Design bus_terminal_fifo, sky130hd; sources not shown.
Run 1, signal wires on met1:
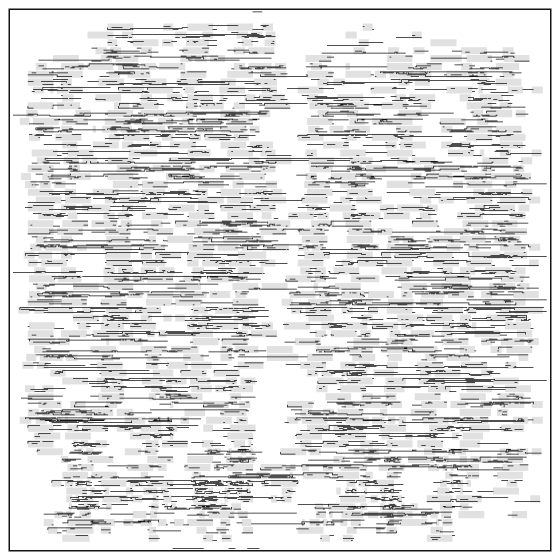
nets with wire on the layer: 967
longest straight run: 51.5 um
share of all routed wire: 40%
met1 usage: 23.3%
final wirelength: 33300 um
vias: 7788

Run 1, met2 routing:
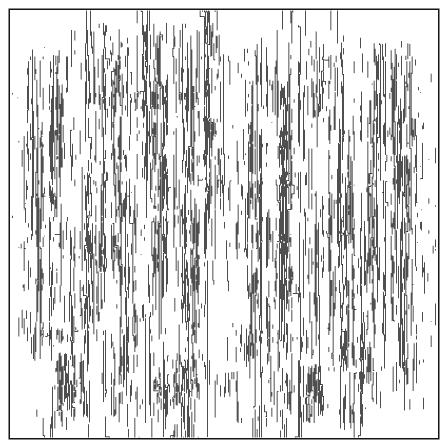
wire length on this layer: 18200 um
nets with wire on the layer: 994
main direction: vertical
longest straight run: 76.8 um
met2 Use GR: 36.7%

Run 1, M4 wires:
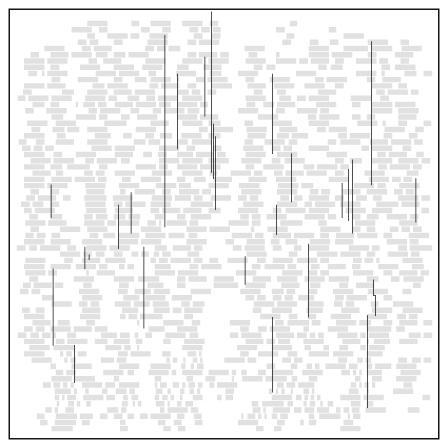
nets with wire on the layer: 16
wire length on this layer: 769 um
share of all routed wire: 2.3%

==> flow_summary.ini, run 1 <==
; flow metrics
[critical_path]
slowest_delay_ps = 500
r2r_cells = 9
cp_data_arrival_time_ps = 2200
crit_family = multiplexers
cp_cell_sequence = buf_8, buf_12, buf_16, mux4_2, mux2_4, buf_6

[cells_and_area]
final_util_pct = 51.7
finalNonFillerCells = 1439
fin_area_sq_um = 16900
n_clock_buffer = 47
dominant-cell-class = flip-flops and latches
combGateArea_sq_um = 6120
n_fill_cell = 3097
buf_share_pct = 11.3
clk_share_pct = 6.63
flops = 286

[global_routing]
track_usage_pct = 19.5
grt_max_degree = 68

[final_timing]
hold_violations = 0
slew_headroom_pct = 59.7
worst_hold_slack_ps = 485
fin_ws_ps = -39.8
slew_viol_final = 0
setup_viol_count_final = 9
clock.fmax_mhz = 365

[pwr]
p_seq_share_pct = 33.0
pg_comb_w = 0.0110
p_clk_w = 0.00458
clockPowerShare_pct = 19.7
power_density_nw_per_um2 = 1380

[synth]
syn_inst = 826
edf_count = 0
mux_share_pct = 36.3
synth.top_cell.area_share_pct = 53.5
ys_chip_area_sq_um = 13400
ys_types = 55
yosysSeqAreaShare_pct = 53.5

[outcome]
status = finished, violations left
violations = negative setup slack

[clocking]
cts_sinks = 286
clkLatencyLatePin_ps = 500
cts.clk_slew.worst_paths_ps = 50

[worst_hold_path]
hold_depth = 1

[place]
pre_cts_ws_ps = -44.7
gp_congestion = 0.766
placed_area_sq_um = 15200

[drt]
met3_length_um = 948
avgRoutedWirePerCell_um = 23.1

[flow_run]
max_cap_violations = 0

[die]
chipWidth_um = 187
Run 1, track usage over the die:
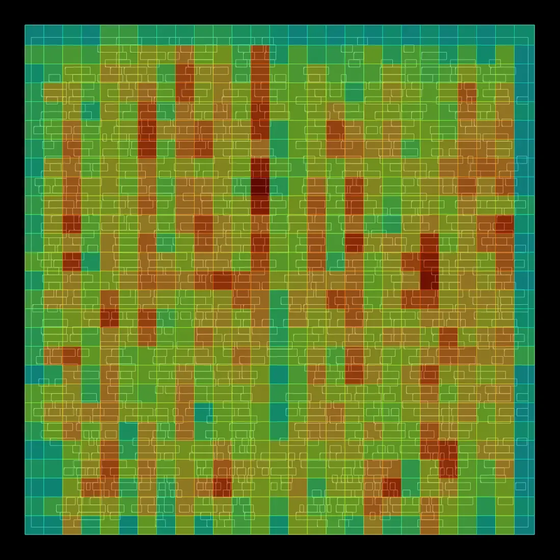

==> inputs of run 2 (changes only) <==
--- a/config.mk
+++ b/config.mk
@@ -8,8 +8,9 @@
 export CELL_PAD_IN_SITES_DETAIL_PLACEMENT = 1
 export CELL_PAD_IN_SITES_GLOBAL_PLACEMENT = 2
 export CORE_MARGIN = 2
-export CORE_UTILIZATION = 40
+export CORE_UTILIZATION = 43
 export DETAILED_ROUTE_END_ITERATION = 12
+export DONT_BUFFER_PORTS = 1
 export HOLD_SLACK_MARGIN = 0.08
 export PLACE_DENSITY_LB_ADDON = 0.1
 export SETUP_SLACK_MARGIN = 0.3
Run 2, track usage over the die:
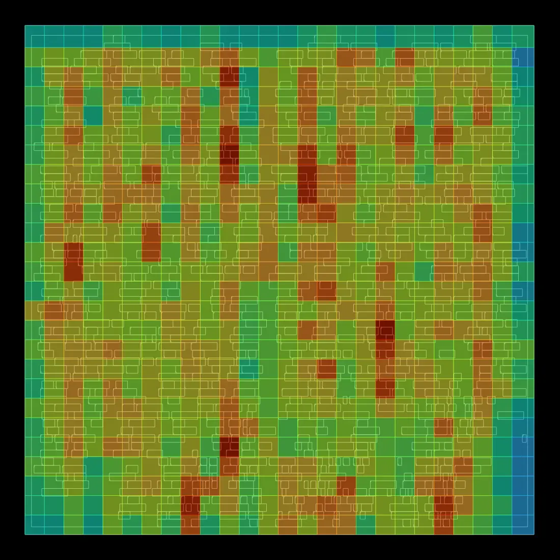
gr usage total: 19.8%
Core Util, Final: 50.5%

==> run 2 against run 1 <==
  * The run ends with negative hold slack left
  * Largest cell class unchanged
  * Power is 10% lower
  * Clock-buffer cell count is 8 higher
  * Core utilization is 1.2 points lower
  * Via count is 5.3% lower
  * Clock skew is 14 ps lower
==> flow_summary.ini, run 2 <==
; flow metrics
[place]
placed_area_sq_um = 13900
pre_cts_ws_ps = 125
post-dp-hpwl_um = 18400
gp_congestion = 0.759

[pwr]
pg_comb_w = 0.00872
pg_seq_w = 0.00775
clockPowerShare_pct = 21.3
power_density_nw_per_um2 = 1350
p_clk_w = 0.00445
internal_power_w = 0.0140
p_switching_w = 0.00687
p_seq_share_pct = 37.0
total_power_w = 0.0209

[die]
nWellTaps = 396
die_h_um = 180
chipWidth_um = 180

[clocking]
htree_levels = 2
cts.clk_slew.worst_paths_ps = 60
cts_sinks = 286
clkLatencyLatePin_ps = 500

[cells_and_area]
n_fill_cell = 2882
sh_seq_area_pct = 46.4
flops = 286
clk_share_pct = 7.13
finalNonFillerCells = 1291
final_nets = 927
dominant-cell-class = flip-flops and latches
fin_area_sq_um = 15400
n_clock_buffer = 55
combGateArea_sq_um = 6120
buf_share_pct = 3.36
num-multi-input-gates = 490

[final_timing]
slew_headroom_pct = 29.7
fin_setup_tns_ps = 0
fin_ws_ps = 109
setup_viol_count_final = 0
slew_viol_final = 0
worst_hold_slack_ps = -259
hold_violations = 286
clock.fmax_mhz = 386
clock-skew-final_ps = 9.08

[drt]
met3_length_um = 1480
vias = 7378
routed_wl_um = 31400
avgRoutedWirePerCell_um = 24.3
ant_nets = 0
routed_via_density = 5.71

[critical_path]
crit_family = multiplexers
r2r_cells = 9
cp_cell_sequence = clkbuf_16, mux4_2, mux2_2
slowest_delay_ps = 530
cp_data_arrival_time_ps = 2050

[synth]
synth.top_cell.area_share_pct = 53.5
edf_count = 0
syn_inst = 826
ys_chip_area_sq_um = 13400
synth_top_cell_by_area = dfrtp_1
mux_share_pct = 36.3
yosysSeqAreaShare_pct = 53.5
ys_types = 55
most_common_cell = dfrtp_1

[global_routing]
gr-usage-met2_pct = 35.5
grt_max_degree = 287
grtUsageMet1_pct = 24.2

[flow_run]
max_cap_violations = 0

[outcome]
status = finished, violations left
violations = negative hold slack

[worst_hold_path]
hp-class = input pin to async pin
Run 2, cell density map:
Bar = 50 um. The die is cut into 18 by 18 equal tiles; dark blue is low, red is high, 0 to 100% covered.
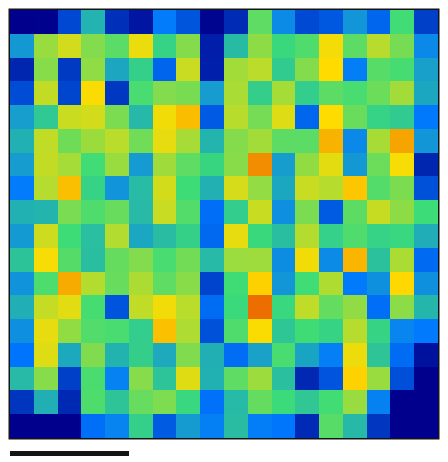
emptiest ninth of the die: south-east
nearly empty tiles: 3.4%
fullest tile: 88%
Core Region: 30600 sq um
FP Core Util: 43.7%

No activity file was given, so power comes from the tool's default toggle rates.
